**src/rtl/ctrl_pkg.sv**
```systemverilog
// Shared control definitions for the 9-bit core: sequencer states, opcode
// encodings and instruction-type values used by the sequencer and the decoder.
package ctrl_pkg;

    typedef enum logic [2:0] {
        IDLE   = 3'd0,
        FETCH  = 3'd1,
        DECODE = 3'd2,
        EXEC   = 3'd3,
        MEM    = 3'd4,
        WB     = 3'd5,
        HALT   = 3'd6
    } seq_state_t;

    localparam logic [3:0] OP_JMP  = 4'b1000;
    localparam logic [3:0] OP_BEQ  = 4'b1001;
    localparam logic [3:0] OP_BLT  = 4'b1010;
    localparam logic [3:0] OP_BGT  = 4'b1011;
    localparam logic [3:0] OP_HALT = 4'b1111;

    localparam logic ITYPE_RUN = 1'b0;
    localparam logic ITYPE_PUT = 1'b1;

    // Halt is only a run-type instruction; a put with opcode 1111 is still a put.
    function automatic logic is_halt(input logic [8:0] ir);
        return (ir[0] == ITYPE_RUN) && (ir[4:1] == OP_HALT);
    endfunction

endpackage

```
**src/rtl/branch_resolve.sv**
```systemverilog
// Combinational branch decision from the branch opcode and the ALU compare flags.
module branch_resolve
    import ctrl_pkg::*;
(
    input  logic [3:0] i_opcode,
    input  logic       i_eq,
    input  logic       i_lt,
    input  logic       i_gt,
    output logic       o_taken
);

    // Select the compare flag that qualifies each branch opcode.
    always_comb begin
        o_taken = 1'b0;
        case (i_opcode)
            OP_JMP:  o_taken = 1'b1;
            OP_BEQ:  o_taken = i_eq;
            OP_BLT:  o_taken = i_lt;
            OP_BGT:  o_taken = i_gt;
            default: o_taken = 1'b0;
        endcase
    end

endmodule

```
**src/rtl/instr_sequencer.sv**
```systemverilog
// Multi-cycle FETCH/DECODE/EXEC/MEM/WB sequencer: owns PC and IR, gates the
// decoder's write requests, resolves branches, bounds memory waits, counts cycles.
module instr_sequencer
    import ctrl_pkg::*;
#(
    parameter int PC_W        = 8,
    parameter int MEM_TIMEOUT = 16,
    parameter int CYC_W       = 16
) (
    input  logic             clk,
    input  logic             rst_n,
    input  logic             start,
    input  logic [8:0]       instr_i,
    input  logic             branch_flag,
    input  logic             mem_to_reg_flag,
    input  logic             mem_write_flag,
    input  logic             reg_write_flag,
    input  logic             put_flag,
    input  logic             alu_eq,
    input  logic             alu_lt,
    input  logic             alu_gt,
    input  logic [PC_W-1:0]  branch_target,
    input  logic             mem_ready,
    output logic [PC_W-1:0]  pc_o,
    output logic [8:0]       ir_o,
    output logic             alu_en,
    output logic             reg_we,
    output logic             mem_req,
    output logic             mem_we,
    output logic             put_en,
    output logic             busy,
    output logic             done,
    output logic             fault,
    output logic [CYC_W-1:0] cycle_cnt
);

    localparam int WAIT_W = $clog2(MEM_TIMEOUT + 1);
    localparam logic [WAIT_W-1:0] WAIT_LAST = WAIT_W'(MEM_TIMEOUT - 1);

    seq_state_t        r_state, w_state_nx;
    logic [PC_W-1:0]   r_pc, w_pc_nx, w_pc_inc;
    logic [8:0]        r_ir, w_ir_nx;
    logic [WAIT_W-1:0] r_wait, w_wait_nx;
    logic [CYC_W-1:0]  r_cnt, w_cnt_nx;
    logic              r_done, w_done_nx;
    logic              r_fault, w_fault_nx;
    logic              w_taken;
    logic              w_busy;

    branch_resolve u_branch_resolve (
        .i_opcode (r_ir[4:1]),
        .i_eq     (alu_eq),
        .i_lt     (alu_lt),
        .i_gt     (alu_gt),
        .o_taken  (w_taken)
    );

    assign w_pc_inc = r_pc + PC_W'(1);
    assign w_busy   = (r_state != IDLE) && (r_state != HALT);

    // Sequencer state register and datapath registers.
    always_ff @(posedge clk or negedge rst_n) begin
        if (!rst_n) begin
            r_state <= IDLE;
            r_pc    <= '0;
            r_ir    <= 9'd0;
            r_wait  <= '0;
            r_cnt   <= '0;
            r_done  <= 1'b0;
            r_fault <= 1'b0;
        end else begin
            r_state <= w_state_nx;
            r_pc    <= w_pc_nx;
            r_ir    <= w_ir_nx;
            r_wait  <= w_wait_nx;
            r_cnt   <= w_cnt_nx;
            r_done  <= w_done_nx;
            r_fault <= w_fault_nx;
        end
    end

    // Next-state, register updates and the combinational strobes.
    always_comb begin
        w_state_nx = r_state;
        w_pc_nx    = r_pc;
        w_ir_nx    = r_ir;
        w_wait_nx  = r_wait;
        w_done_nx  = r_done;
        w_fault_nx = r_fault;
        alu_en     = 1'b0;
        reg_we     = 1'b0;
        mem_req    = 1'b0;
        mem_we     = 1'b0;
        put_en     = 1'b0;

        if (w_busy && (r_cnt != {CYC_W{1'b1}})) begin
            w_cnt_nx = r_cnt + CYC_W'(1);
        end else begin
            w_cnt_nx = r_cnt;
        end

        case (r_state)
            IDLE, HALT: begin
                if (start) begin
                    w_state_nx = FETCH;
                    w_pc_nx    = '0;
                    w_cnt_nx   = '0;
                    w_done_nx  = 1'b0;
                    w_fault_nx = 1'b0;
                end else begin
                    w_state_nx = r_state;
                end
            end
            FETCH: begin
                w_ir_nx    = instr_i;
                w_state_nx = DECODE;
            end
            DECODE: begin
                if (is_halt(r_ir)) begin
                    w_state_nx = HALT;
                    w_done_nx  = 1'b1;
                end else begin
                    w_state_nx = EXEC;
                end
            end
            EXEC: begin
                if (put_flag) begin
                    put_en     = 1'b1;
                    w_pc_nx    = w_pc_inc;
                    w_state_nx = FETCH;
                end else if (branch_flag) begin
                    w_pc_nx    = w_taken ? branch_target : w_pc_inc;
                    w_state_nx = FETCH;
                end else if (mem_to_reg_flag || mem_write_flag) begin
                    w_wait_nx  = '0;
                    w_state_nx = MEM;
                end else begin
                    alu_en     = 1'b1;
                    w_state_nx = WB;
                end
            end
            MEM: begin
                mem_req = 1'b1;
                mem_we  = mem_write_flag;
                if (mem_ready) begin
                    if (mem_to_reg_flag) begin
                        w_state_nx = WB;
                    end else begin
                        w_pc_nx    = w_pc_inc;
                        w_state_nx = FETCH;
                    end
                end else if (r_wait == WAIT_LAST) begin
                    // Out of patience: give up the request and park with a fault.
                    w_state_nx = HALT;
                    w_fault_nx = 1'b1;
                end else begin
                    w_wait_nx = r_wait + WAIT_W'(1);
                end
            end
            WB: begin
                reg_we     = reg_write_flag;
                w_pc_nx    = w_pc_inc;
                w_state_nx = FETCH;
            end
            default: begin
                w_state_nx = IDLE;
            end
        endcase
    end

    assign pc_o      = r_pc;
    assign ir_o      = r_ir;
    assign busy      = w_busy;
    assign done      = r_done;
    assign fault     = r_fault;
    assign cycle_cnt = r_cnt;

endmodule

```
**config.mk**
```make
export PLATFORM = sky130hd
export DESIGN_NAME = instr_sequencer
export DESIGN_NICKNAME = d
export VERILOG_FILES = /design/src/rtl/ctrl_pkg.sv /design/src/rtl/branch_resolve.sv /design/src/rtl/instr_sequencer.sv
export SDC_FILE = /design/constraint.sdc
export NUM_CORES = 1
export LEC_CHECK = 0
export CORE_MARGIN = 2
export CORE_UTILIZATION = 50
export CTS_CLUSTER_DIAMETER = 100
export DETAILED_ROUTE_END_ITERATION = 8
export DONT_BUFFER_PORTS = 1
export PLACE_DENSITY_LB_ADDON = 0.15
export RECOVER_POWER = 50
export SLEW_MARGIN = 20
export SYNTH_ARGS = -nofsm -noshare
export SYNTH_HDL_FRONTEND = slang
export SYNTH_SLANG_ARGS = --single-unit
```
**constraint.sdc**
```tcl
create_clock -name clk -period 1.8 [get_ports clk]
set_input_delay 0.36 -clock clk [delete_from_list [all_inputs] [get_ports clk]]
set_output_delay 0.36 -clock clk [all_outputs]
set_load 0.01 [all_outputs]
```
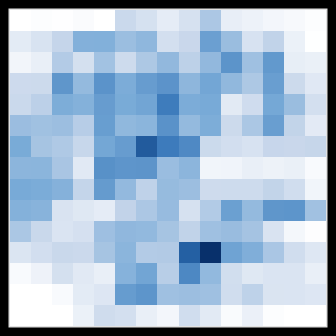
metal_density.png
15 x 15 tiles, from white (low) to dark blue (high), scaled to the fullest tile. Values are wire area over tile area, all layers added.
mean over tiles: 0.18
tiles over half the peak: 16%
emptiest ninth of the die: bottom left
fullest tile: 0.59
via count: 2149
DR WL/cell: 16.2 um
Tot GR Track Use: 22.6%

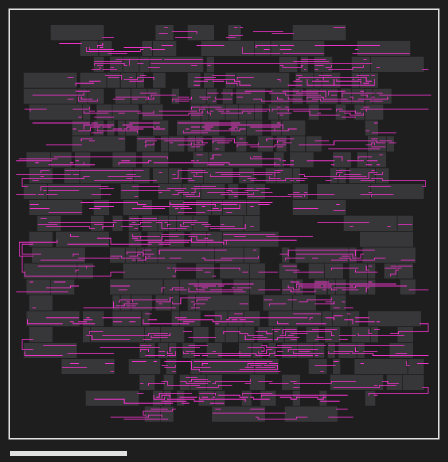
layer_met1.png
The bar under the picture is 20 um long. Cells faint in the background.
nets with wire on the layer: 314
wire length on this layer: 2580 um
longest straight run: 37.7 um
routed wire length: 5860 um
met1 Track Usage GR: 28.5%

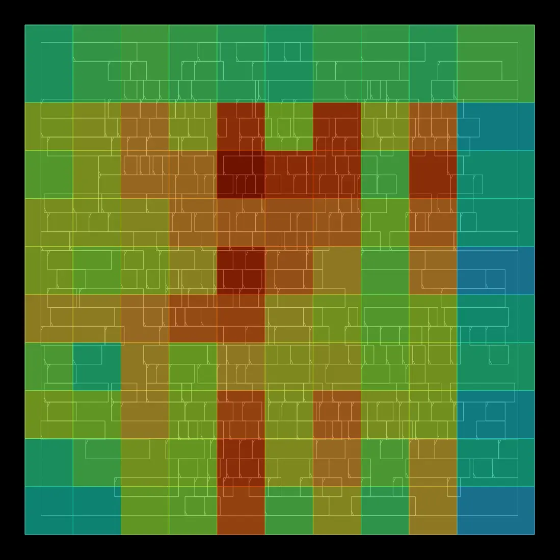
congestion.png
busiest layer in global routing: met2
met2 Usage GRT: 35.6%
final core utilization: 64.9%
GR Util met3: 7.32%

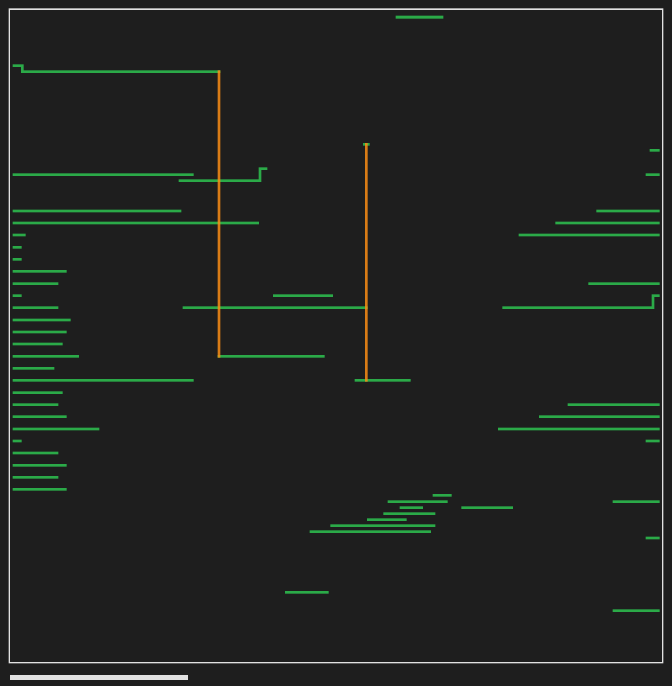
wires.png
The bar under the picture is 20 um long. Only two layers are drawn.
| colour | layer | wire length |
|---|---|---|
| green | metal 3 | 436 um |
| orange | metal 4 | 58.5 um |

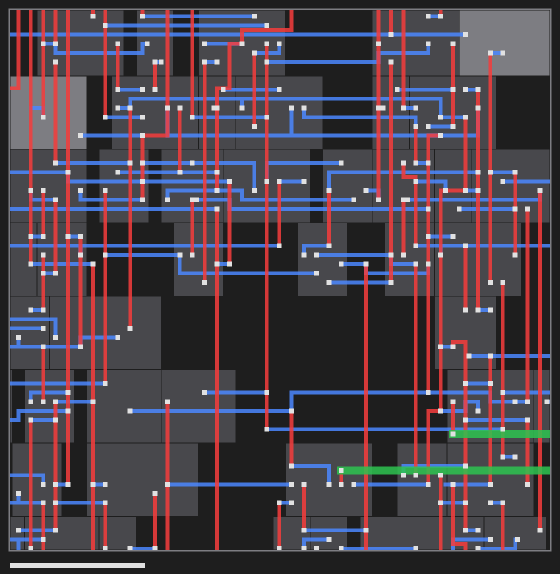
detail.png
The bar under the picture is 5 um long. Window x 45 to 65, y 45 to 65 um. Cells in grey, sequential cells in the stronger grey; small squares are vias.
| colour | layer |
|---|---|
| blue | metal 1 |
| red | metal 2 |
| green | metal 3 |
cells with their middle in the window: 35
sequential cells in the window: 0
most frequent: o21ai_1 (6), a32oi_1 (5), o2bb2ai_1 (5)

==> flow_summary.ini <==
; generated from flow reports
[setup_path]
crit_fanout = 5
r2r_start = r_state[2]
cp-end-kind = primary output
worstPathRequired_ns = 1.44
crit_type = flip-flop to primary output

[synthesis]
synth_nets = 282
area_leaders = dfrtp_1, o21ai_0, mux2_2
avgSynthCellArea_um2 = 9.62
synth-edff-count = 0
yosys-stat-area_um2 = 2400
ys_seq_share_pct = 44.9
synthAoiAreaFrac_pct = 17.9
async_flop_share_pct = 100
xor_share_pct = 3.66
synthMuxAreaShare_pct = 6.37
yosysTopAreaCell = dfrtp_1
netlist_area_um2 = 2400
synth_cell_types = 46
synth_top_area_share_pct = 44.9
synth-simple-area-share_pct = 21.6

[clocking]
clock_sinks = 43
root_buffer = clkbuf_8
postCtsResizedCells = 13
cts_max_level = 2
clk_pin_slew_ns = 0.08
post_cts_buffers = 4

[power]
intPower_mw = 2.85
seq_power_mw = 1.59
pwr-share-seq_pct = 33.7
clockPowerShare_pct = 13.1
switching_share_pct = 39.7
p_switching_mw = 1.87
p_leak_nw = 1.36
ir_drop_mv = 0.920
p_comb_share_pct = 53.2
comb_power_mw = 2.51

[floorplan]
initial_utilization_pct = 51.4
rows = 25
nWellTaps = 54
coreArea_um2 = 4660
die-area_um2 = 5360
die_width_um = 73.2

[run]
max_cap_violations = 0
warning_count = 29

[detailed_routing]
avgViaCountPerCell = 5.95
dr.max_layer_used = met4
wl_met3_um = 436
drt-pass1-iter-count = 4
drc = 0

[final_timing]
finalSetupViolCount = 0
min_period_over_period_pct = 98.2
period_needed_ns = 1.77
relSlewSlack_pct = 28.8
slew_violations = 0
hold_viol_final = 0
rsz0062_at_grt = true

[final_layout]
most-common-layout-cells = buf_4, dfrtp_1, nand2_1
clkbuf_count = 6
flops = 43
antenna_cells = 0
drive_gt1_share_pct = 31.3
nNonClkInverters = 9
nMultiInputCombCells = 189
comb_area_share_pct = 43.1
fin_nets = 339
clock_area_share_pct = 2.81
seq-cell-share_pct = 35.7

[run_status]
status = finished, final reports clean

[worst_hold_path]
hold_start = instr_i[7]
hold_depth = 1
hold_path.class = primary input to flip-flop
min_to = ir_o[7]

[grt]
grt_max_degree = 44
antenna_found_initial = 0
gr-total-overflow = 0
[critical path: stages (launching register included)]
cell and delay (ns):
dfrtp_1 0.44, or3b_4 0.46, inv_4 0.07, and2_4 0.14
[through the flow]
| stage | util, % | instance area (um2) | setup TNS (ns) | cells | power [mW] |
|---|---|---|---|---|---|
| 2_1_floorplan | - | 2400 | -0.0223 | 249 | 2.83 |
| 3_3_place_gp | 59.2 | 2760 | 0 | 340 | 3.67 |
| 3_5_place_dp | 59.2 | 2760 | -0.0156 | 340 | 3.71 |
| 4_1_cts | 63.2 | 2950 | -0.0230 | 354 | 4.50 |
| 5_1_grt | 64.9 | 3020 | -0.379 | 361 | 5.08 |
| 6_report | 64.9 | 3020 | 0 | 361 | 4.72 |
Power figures rest on the tool's default switching activity, not on a simulated workload.
